===== src/rtl/moving_stats_pkg.sv =====
// Shared types and width helpers for the moving-window statistics engine.
package moving_stats_pkg;

    typedef enum logic [1:0] {
        MODE_AVG  = 2'b00,
        MODE_VAR  = 2'b01,
        MODE_SD   = 2'b10,
        MODE_RSVD = 2'b11
    } mode_e;

    typedef enum logic [1:0] {
        ST_IDLE,
        ST_UPDATE,
        ST_VAR,
        ST_ROOT
    } state_e;

    function automatic int unsigned sum_w(input int unsigned data_w, input int unsigned depth_log2);
        return data_w + depth_log2;
    endfunction

    function automatic int unsigned sumsq_w(input int unsigned data_w, input int unsigned depth_log2);
        return 2 * data_w + depth_log2;
    endfunction

    // N*sumsq - sum^2 before the final 2*DEPTH_LOG2 shift
    function automatic int unsigned var_w(input int unsigned data_w, input int unsigned depth_log2);
        return 2 * data_w + 2 * depth_log2;
    endfunction

endpackage


===== src/rtl/moving_stats_if.sv =====
// Sample/result handshake bundle between a producer and moving_stats_engine.
interface moving_stats_if #(
    parameter int unsigned DATA_W = 12
);
    logic                  i_SAMPLE_VALID;
    logic                  o_SAMPLE_READY;
    logic [DATA_W-1:0]     i_SAMPLE;
    logic [1:0]            i_MODE;
    logic                  i_FLUSH;
    logic [2*DATA_W-1:0]   o_RESULT;
    logic                  o_RESULT_VALID;
    logic                  o_ERR;
    logic                  o_WINDOW_FULL;

    modport master (
        output i_SAMPLE_VALID, i_SAMPLE, i_MODE, i_FLUSH,
        input  o_SAMPLE_READY, o_RESULT, o_RESULT_VALID, o_ERR, o_WINDOW_FULL
    );

    modport slave (
        input  i_SAMPLE_VALID, i_SAMPLE, i_MODE, i_FLUSH,
        output o_SAMPLE_READY, o_RESULT, o_RESULT_VALID, o_ERR, o_WINDOW_FULL
    );
endinterface


===== src/rtl/moving_stats_isqrt.sv =====
// Restoring bit-serial integer square root, one root bit per cycle.
// The start cycle performs the first iteration, so done pulses DATA_W-1 edges after start.
module moving_stats_isqrt #(
    parameter int unsigned DATA_W = 12
) (
    input  logic                  clk,
    input  logic                  rst,
    input  logic                  start,
    input  logic [2*DATA_W-1:0]   radicand,
    output logic                  busy,
    output logic                  done,
    output logic [DATA_W-1:0]     root
);
    localparam int unsigned REM_W = DATA_W + 1;
    localparam int unsigned SH_W  = DATA_W + 3;
    localparam int unsigned CNT_W = $clog2(DATA_W + 1);

    logic [REM_W-1:0]    rem_q, rem_d, src_rem;
    logic [DATA_W-1:0]   root_q, root_d, src_root;
    logic [2*DATA_W-1:0] rad_q, rad_d, src_rad;
    logic [CNT_W-1:0]    cnt_q, cnt_d;
    logic                busy_q, busy_d, done_q, done_d;
    logic [SH_W-1:0]     shifted, trial;

    always_comb begin
        src_rem  = start ? '0 : rem_q;
        src_root = start ? '0 : root_q;
        src_rad  = start ? radicand : rad_q;
        shifted  = {src_rem, src_rad[2*DATA_W-1 -: 2]};
        trial    = {1'b0, src_root, 2'b01};

        rem_d  = rem_q;
        root_d = root_q;
        rad_d  = rad_q;
        cnt_d  = cnt_q;
        busy_d = busy_q;
        done_d = 1'b0;

        if (start || busy_q) begin
            if (shifted >= trial) begin
                rem_d  = REM_W'(shifted - trial);
                root_d = {src_root[DATA_W-2:0], 1'b1};
            end else begin
                rem_d  = REM_W'(shifted);
                root_d = {src_root[DATA_W-2:0], 1'b0};
            end
            rad_d  = src_rad << 2;
            cnt_d  = start ? CNT_W'(DATA_W - 1) : cnt_q - 1'b1;
            busy_d = (cnt_d != '0);
            done_d = (cnt_d == '0);
        end
    end

    always_ff @(posedge clk or posedge rst) begin
        if (rst) begin
            rem_q  <= '0;
            root_q <= '0;
            rad_q  <= '0;
            cnt_q  <= '0;
            busy_q <= 1'b0;
            done_q <= 1'b0;
        end else begin
            rem_q  <= rem_d;
            root_q <= root_d;
            rad_q  <= rad_d;
            cnt_q  <= cnt_d;
            busy_q <= busy_d;
            done_q <= done_d;
        end
    end

    assign busy = busy_q;
    assign done = done_q;
    assign root = root_q;
endmodule


===== src/rtl/moving_stats_engine.sv =====
// Moving-window average / variance / std-dev engine over 2^DEPTH_LOG2 samples.
// Define MOVING_STATS_STDDEV_EN to build the square-root path for mode 10.
module moving_stats_engine
    import moving_stats_pkg::*;
#(
    parameter int unsigned DATA_W     = 12,
    parameter int unsigned DEPTH_LOG2 = 4
) (
    input  logic           i_CLK,
    input  logic           i_RESET,
    moving_stats_if.slave  bus
);
    localparam int unsigned N       = 1 << DEPTH_LOG2;
    localparam int unsigned SUM_W   = sum_w(DATA_W, DEPTH_LOG2);
    localparam int unsigned SUMSQ_W = sumsq_w(DATA_W, DEPTH_LOG2);
    localparam int unsigned VAR_W   = var_w(DATA_W, DEPTH_LOG2);
    localparam int unsigned RES_W   = 2 * DATA_W;
    localparam logic [DEPTH_LOG2:0] FILL_MAX = (DEPTH_LOG2 + 1)'(N);

    state_e                state_q, state_d;
    mode_e                 mode_q, mode_d;
    logic [DATA_W-1:0]     win_q [N];
    logic [DATA_W-1:0]     win_d [N];
    logic [DATA_W-1:0]     sample_q, sample_d, oldest_q, oldest_d;
    logic [SUM_W-1:0]      sum_q, sum_d;
    logic [SUMSQ_W-1:0]    sumsq_q, sumsq_d, new_sq, old_sq;
    logic [DEPTH_LOG2-1:0] ptr_q, ptr_d;
    logic [DEPTH_LOG2:0]   fill_q, fill_d;
    logic [RES_W-1:0]      result_q, result_d;
    logic                  valid_q, valid_d, err_q, err_d, full_q, full_d;
    logic [VAR_W-1:0]      var_full;
    logic [RES_W-1:0]      var_val, avg_val;
    logic                  clear;

`ifdef MOVING_STATS_STDDEV_EN
    logic                  sqrt_start, sqrt_busy, sqrt_done;
    logic [DATA_W-1:0]     sqrt_root;

    moving_stats_isqrt #(.DATA_W(DATA_W)) u_isqrt (
        .clk      (i_CLK),
        .rst      (i_RESET),
        .start    (sqrt_start),
        .radicand (var_val),
        .busy     (sqrt_busy),
        .done     (sqrt_done),
        .root     (sqrt_root)
    );
`endif

    always_comb begin
        new_sq   = SUMSQ_W'(sample_q) * SUMSQ_W'(sample_q);
        old_sq   = SUMSQ_W'(oldest_q) * SUMSQ_W'(oldest_q);
        var_full = (VAR_W'(sumsq_q) << DEPTH_LOG2) - VAR_W'(sum_q) * VAR_W'(sum_q);
        var_val  = RES_W'(var_full >> (2 * DEPTH_LOG2));
        avg_val  = RES_W'(sum_q >> DEPTH_LOG2);
    end

    always_comb begin
        state_d  = state_q;
        mode_d   = mode_q;
        win_d    = win_q;
        sample_d = sample_q;
        oldest_d = oldest_q;
        sum_d    = sum_q;
        sumsq_d  = sumsq_q;
        ptr_d    = ptr_q;
        fill_d   = fill_q;
        result_d = result_q;
        valid_d  = 1'b0;
        err_d    = 1'b0;
        full_d   = full_q;
        clear    = 1'b0;
`ifdef MOVING_STATS_STDDEV_EN
        sqrt_start = 1'b0;
`endif

        if (bus.i_FLUSH) begin
            clear   = 1'b1;
            state_d = ST_IDLE;
        end else begin
            case (state_q)
                ST_IDLE: begin
                    if (bus.i_SAMPLE_VALID) begin
                        sample_d = bus.i_SAMPLE;
                        mode_d   = mode_e'(bus.i_MODE);
                        oldest_d = win_q[ptr_q];
                        state_d  = ST_UPDATE;
                    end
                end
                ST_UPDATE: begin
                    sum_d        = sum_q + SUM_W'(sample_q) - SUM_W'(oldest_q);
                    sumsq_d      = sumsq_q + new_sq - old_sq;
                    win_d[ptr_q] = sample_q;
                    ptr_d        = ptr_q + 1'b1;
                    if (fill_q != FILL_MAX) fill_d = fill_q + 1'b1;
                    full_d       = (fill_d == FILL_MAX);
                    state_d      = ST_VAR;
                end
                ST_VAR: begin
                    state_d = ST_IDLE;
                    valid_d = 1'b1;
                    case (mode_q)
                        MODE_AVG: result_d = avg_val;
                        MODE_VAR: result_d = var_val;
`ifdef MOVING_STATS_STDDEV_EN
                        MODE_SD: begin
                            sqrt_start = 1'b1;
                            valid_d    = 1'b0;
                            state_d    = ST_ROOT;
                        end
`endif
                        default: begin
                            result_d = '0;
                            err_d    = 1'b1;
                        end
                    endcase
                end
`ifdef MOVING_STATS_STDDEV_EN
                ST_ROOT: begin
                    if (sqrt_done && !sqrt_busy) begin
                        result_d = RES_W'(sqrt_root);
                        valid_d  = 1'b1;
                        state_d  = ST_IDLE;
                    end
                end
`endif
                default: state_d = ST_IDLE;
            endcase
        end

        // Flush wipes the window but leaves the last reported result in place
        if (clear) begin
            win_d   = '{default: '0};
            sum_d   = '0;
            sumsq_d = '0;
            ptr_d   = '0;
            fill_d  = '0;
            full_d  = 1'b0;
        end
    end

    always_ff @(posedge i_CLK or posedge i_RESET) begin
        if (i_RESET) begin
            state_q  <= ST_IDLE;
            mode_q   <= MODE_AVG;
            win_q    <= '{default: '0};
            sample_q <= '0;
            oldest_q <= '0;
            sum_q    <= '0;
            sumsq_q  <= '0;
            ptr_q    <= '0;
            fill_q   <= '0;
            result_q <= '0;
            valid_q  <= 1'b0;
            err_q    <= 1'b0;
            full_q   <= 1'b0;
        end else begin
            state_q  <= state_d;
            mode_q   <= mode_d;
            win_q    <= win_d;
            sample_q <= sample_d;
            oldest_q <= oldest_d;
            sum_q    <= sum_d;
            sumsq_q  <= sumsq_d;
            ptr_q    <= ptr_d;
            fill_q   <= fill_d;
            result_q <= result_d;
            valid_q  <= valid_d;
            err_q    <= err_d;
            full_q   <= full_d;
        end
    end

    assign bus.o_SAMPLE_READY = (state_q == ST_IDLE) && !bus.i_FLUSH;
    assign bus.o_RESULT       = result_q;
    assign bus.o_RESULT_VALID = valid_q;
    assign bus.o_ERR          = err_q;
    assign bus.o_WINDOW_FULL  = full_q;
endmodule


===== src/flat_wrapper.sv =====
// flat-port wrapper written by rule: the top's interface ports become plain ports
module moving_stats_engine_flat import moving_stats_pkg::*;
#(
    parameter int unsigned DATA_W     = 12,
    parameter int unsigned DEPTH_LOG2 = 4
)
  (i_CLK, i_RESET, bus_i_SAMPLE_VALID, bus_i_SAMPLE, bus_i_MODE, bus_i_FLUSH, bus_o_SAMPLE_READY, bus_o_RESULT, bus_o_RESULT_VALID, bus_o_ERR, bus_o_WINDOW_FULL);
  moving_stats_if #(.DATA_W(DATA_W)) bus_i ();
  input  logic i_CLK;
  input  logic i_RESET;
  input wire logic [$bits(bus_i.i_SAMPLE_VALID)-1:0] bus_i_SAMPLE_VALID;
  input wire logic [$bits(bus_i.i_SAMPLE)-1:0] bus_i_SAMPLE;
  input wire logic [$bits(bus_i.i_MODE)-1:0] bus_i_MODE;
  input wire logic [$bits(bus_i.i_FLUSH)-1:0] bus_i_FLUSH;
  output wire logic [$bits(bus_i.o_SAMPLE_READY)-1:0] bus_o_SAMPLE_READY;
  output wire logic [$bits(bus_i.o_RESULT)-1:0] bus_o_RESULT;
  output wire logic [$bits(bus_i.o_RESULT_VALID)-1:0] bus_o_RESULT_VALID;
  output wire logic [$bits(bus_i.o_ERR)-1:0] bus_o_ERR;
  output wire logic [$bits(bus_i.o_WINDOW_FULL)-1:0] bus_o_WINDOW_FULL;
  assign bus_i.i_SAMPLE_VALID = bus_i_SAMPLE_VALID;
  assign bus_i.i_SAMPLE = bus_i_SAMPLE;
  assign bus_i.i_MODE = bus_i_MODE;
  assign bus_i.i_FLUSH = bus_i_FLUSH;
  assign bus_o_SAMPLE_READY = bus_i.o_SAMPLE_READY;
  assign bus_o_RESULT = bus_i.o_RESULT;
  assign bus_o_RESULT_VALID = bus_i.o_RESULT_VALID;
  assign bus_o_ERR = bus_i.o_ERR;
  assign bus_o_WINDOW_FULL = bus_i.o_WINDOW_FULL;
  moving_stats_engine #(.DATA_W(DATA_W), .DEPTH_LOG2(DEPTH_LOG2)) u_core (.i_CLK(i_CLK), .i_RESET(i_RESET), .bus(bus_i));
endmodule

===== config.mk =====
export PLATFORM = sky130hd
export DESIGN_NAME = moving_stats_engine_flat
export DESIGN_NICKNAME = d
export VERILOG_FILES = /design/src/rtl/moving_stats_pkg.sv /design/src/rtl/moving_stats_if.sv /design/src/rtl/moving_stats_isqrt.sv /design/src/rtl/moving_stats_engine.sv /design/src/flat_wrapper.sv
export SDC_FILE = /design/constraint.sdc
export NUM_CORES = 2
export LEC_CHECK = 0
export CORE_MARGIN = 4
export CORE_UTILIZATION = 50
export DETAILED_ROUTE_END_ITERATION = 10
export PLACE_DENSITY = 0.71
export SETUP_SLACK_MARGIN = 0.02
export SYNTH_ARGS = -nofsm -noshare
export SYNTH_HDL_FRONTEND = slang
export SYNTH_SLANG_ARGS = --single-unit

===== constraint.sdc =====
create_clock -name i_CLK -period 29.7 [get_ports i_CLK]
set_input_delay 5.94 -clock i_CLK [delete_from_list [all_inputs] [get_ports i_CLK]]
set_output_delay 5.94 -clock i_CLK [all_outputs]
set_load 0.05 [all_outputs]

==> images/zoom.png <==
Bar = 5 um. Region (120, 171) to (140, 191) um. Cells in grey, sequential cells in the stronger grey; small squares are vias.
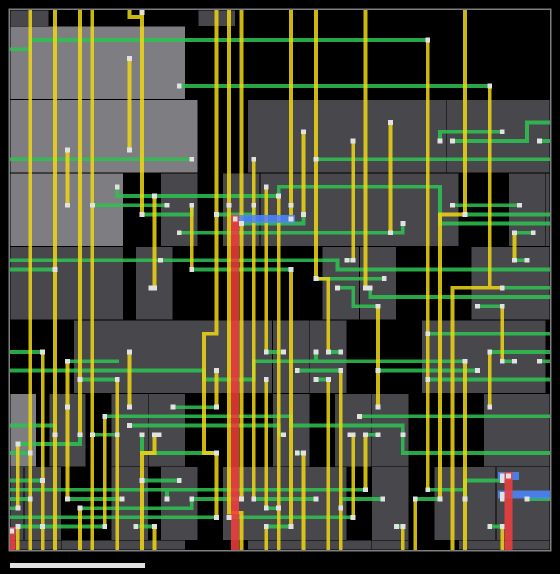
red -> met4
blue -> met3
yellow -> met2
green -> met1
sequential cells in the window = 2
cells with their middle in the window = 29
most frequent = inv_1 (10), nand2_1 (4), ha_1 (4)
netlist names of flops here include = `u_core.oldest_q` (1), `u_core.win_q` (1)

==> images/metal_stack.png <==
Bar = 100 um.
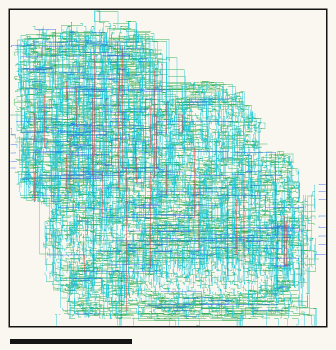
blue -> met3  # wire length 4400 um
cyan -> met2  # wire length 36.9 mm
red -> met4  # wire length 2200 um
green -> met1  # wire length 32.4 mm
vias: 22500
GRT Overall Usage: 0.234
Routed WL: 75800 um
mean routed wirelength per cell: 18.4 um

==> flow_summary.toml <==
# physical design summary
[place]
dp_cells = 4053
io_buffers = 45
dp_hpwl_um = 55500
placedInstanceArea_mm2 = 0.0327
gp_congestion = 0.894

[synth]
synthDistinctLibCells = 62
topCellsByArea = "fa_1, dfrtp_1, ha_1"
synth-edff-count = 0
synthArstFlopShare = 1.00
yosysWarnings = 0
ys_seq_frac = 0.238
avgSynthCellArea_um2 = 9.56
synth_area_mm2 = 0.0315
fp_nets = 4015
ys_ff = 300
yosys_cells = 3296
syn_inst = 3296
top_cell_area_share = 0.280
synth_top_cell_by_area = "fa_1"
synth-main-ff-cell = "dfrtp_1"
yosys_area_mm2 = 0.0315

[clock_tree]
cts_root_buffer = "clkbuf_16"
cts_setup_buffers = 0
cts_resized = 0
cts_tree = "yes"
clock_latency_ns = 0.58
holdBufCountCts = 0
htreeDepth = 2
cts-buffers-inserted = 36
cts_num_sinks = 300
ctsLongestPathBuffers = 3
clkTransAtPathRegs_ns = 0.05

[grt]
overflow = 0
grt_max_degree = 133
antenna_found_initial = 0
grt_pass1_wl_um = 125000
grt_pass1_vias = 23300

[sta]
setup_viol = 0
maxSlewViolCount = 0
tns_ns = 0
hold_viol_final = 0
period_used_share = 0.441
relSlewSlack = 0.155
timing.fmax_mhz = 76.4
fin_skew_ns = 0.0290
worstMarginPinSlew_ns = 1.26
period_minus_slack_ns = 13.09
rsz0062_at_grt = "false"

[flow_run]
cap_violations = 0
tool_warnings = 69

[critical_path]
crit_arrival_ns = 7.15
r2r-start = "u_core.sample_q[1]"
path_max_fanout = 4
crit_required_ns = 23.76
endpoint_kind = "output port"
worstPathCellList = "buf_4 > nor3_1 > clkdlybuf4s50_1"
slowest_stage = "clkdlybuf4s50_1"
reg2reg_depth = 26
regToRegEndpoint = "u_core.sumsq_q[26]"
startpoint_type = "input port"
ff2ff_setup_slack_ns = 21.10
max_stage_delay_ns = 0.85
path_class = "in -> out"

[floorplanning]
dieWidth_um = 259
chip_area_mm2 = 0.0671
initCoreUtil = 0.508
rows = 91
ios = 46
die_h_um = 259
core_mm2 = 0.0621

[drt]
first_pass_iters = 5
ant_nets = 0
drc = 0
avgViaCountPerCell = 5.46
drt_iter0_drc = 1586

[finish]
final_common_cell = "inv_1"
drive_gt1_frac = 0.0561
nFillCells = 5544
diodes = 0
instances_no_fill = 4119
area_delta_synth_final_pct = 7.97
stdcell_area_mm2 = 0.0340
lay_top_cells = "inv_1, nand2_1, fa_1"
fin_nets = 3973

[hold_path]
hp-start = "u_core.mode_q[1]"
min_path_type = "reg -> reg"
holdPathEnd = "u_core.bus.o_RESULT[10]"
min_path_cells = 1

[status]
status = "completed"
==> images/registers.png <==
Bar = 100 um. Other sequential cells in the stronger grey, the rest of the logic in the fainter grey.
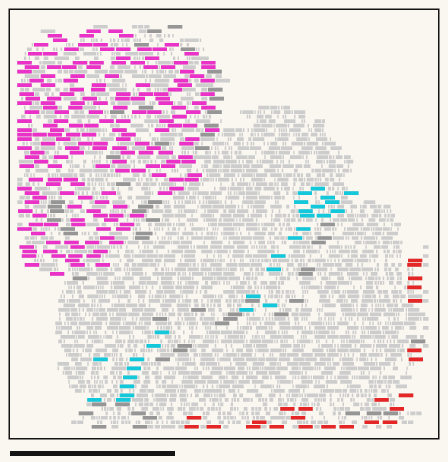
red -> `u_core.bus.o_RESULT`  # flops 24
magenta -> `u_core.win_q`  # flops 192
cyan -> `u_core.sumsq_q`  # flops 28
sequential share of cell area: 0.221
Finished Core Util: 0.548

==> images/final_congestion.png <==
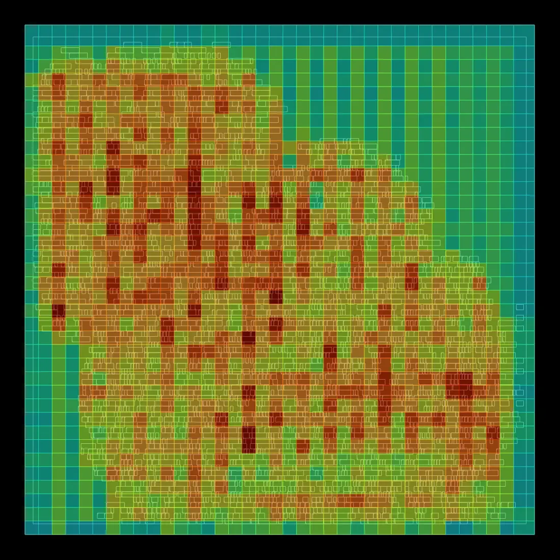
Most Crowded Layer GR: met2
M1 GR Usage: 0.324
GR Util met2: 0.389
met3 Resource Use GR: 0.0343

[worst max-delay path: cells and delay by family]
kind	cells	cell delay, ns
AND/OR/NAND/NOR	1	0.23
buffers and inverters	2	0.97
[through the flow]
stage / hold slack [ns] / worst slack [ns]
after floorplan: 0.432 / 15.47
after detailed placement: 0.446 / 16.60
after global routing: 0.489 / 16.56
after CTS: 0.453 / 16.60
after global placement: 0.436 / 16.62
final: 0.447 / 16.61
[final cells by class]
| type | count | area [um2] | share of cell area |
|---|---|---|---|
| multi-input cells | 2095 | 20600 | 0.607 |
| repair buffers | 75 | 673 | 0.0198 |
| inverters | 746 | 2810 | 0.0825 |
| clock buffers | 46 | 988 | 0.0291 |
| flip-flops and latches | 300 | 7510 | 0.221 |
| well taps | 837 | 1050 | 0.0308 |
| clock inverters | 20 | 350 | 0.0103 |
[layer usage]
metal  GRT usage  vias to the layer above  share of wire
li1            -                    10200              -
met3      0.0343                      115          0.058
met1       0.324                    11500           0.43
met4      0.0675                        0          0.029
met5           0                        -              0
met2       0.389                      637           0.49
[registers in the layout (all words and copies together) (netlist names)]
signal                     count
u_core.sum_q                  16
u_core.oldest_q               12
u_core.sumsq_q                28
u_core.ptr_q                   4
u_core.bus.o_RESULT_VALID      1
u_core.bus.o_WINDOW_FULL       1
u_core.win_q                 192
u_core.fill_q                  5
u_core.bus.o_ERR               1
u_core.mode_q                  2
u_core.state_q                 2
u_core.bus.o_RESULT           24
u_core.sample_q               12
[synth_stat cells (all sizes together), types with 5 or more instances]
library cell  number
a211oi            15
a21o              26
a21oi            183
a22o             113
a31oi             14
and2              28
and3               8
buf               20
clkbuf           135
clkinv            10
dfrtp            300
fa               440
ha               261
inv              736
mux2               7
mux2i             13
mux4              60
nand2            450
nand2b            20
nand3             28
nand4             13
nor2             158
nor2b             12
nor3              18
o211ai             6
o21ai             75
o21bai             7
o31ai              6
or2                9
or3                5
xnor2             45
xor2              36
[worst max-delay path by stage]
stage                           start            endpoint  slack, ns
after floorplan               i_RESET    u_core.bus.o_ERR      15.47
after global placement    bus_i_FLUSH  bus_o_SAMPLE_READY      16.62
after detailed placement  bus_i_FLUSH  bus_o_SAMPLE_READY      16.60
after CTS                 bus_i_FLUSH  bus_o_SAMPLE_READY      16.60
after global routing      bus_i_FLUSH  bus_o_SAMPLE_READY      16.56
final                     bus_i_FLUSH  bus_o_SAMPLE_READY      16.61
[logic make-up (layout without fill, tap and decap cells)]
| logic type | Yosys count | after routing | synth area share |
|---|---|---|---|
| adder cells (fa/ha/maj) | 701 | 701 | 0.383 |
| buffers and inverters | 901 | 887 | 0.107 |
| XOR/XNOR | 81 | 81 | 0.0225 |
| AND-OR/OR-AND | 474 | 474 | 0.0980 |
| AND/OR/NAND/NOR | 759 | 759 | 0.101 |
| multiplexers | 80 | 80 | 0.0495 |
| flip-flops | 300 | 300 | 0.238 |
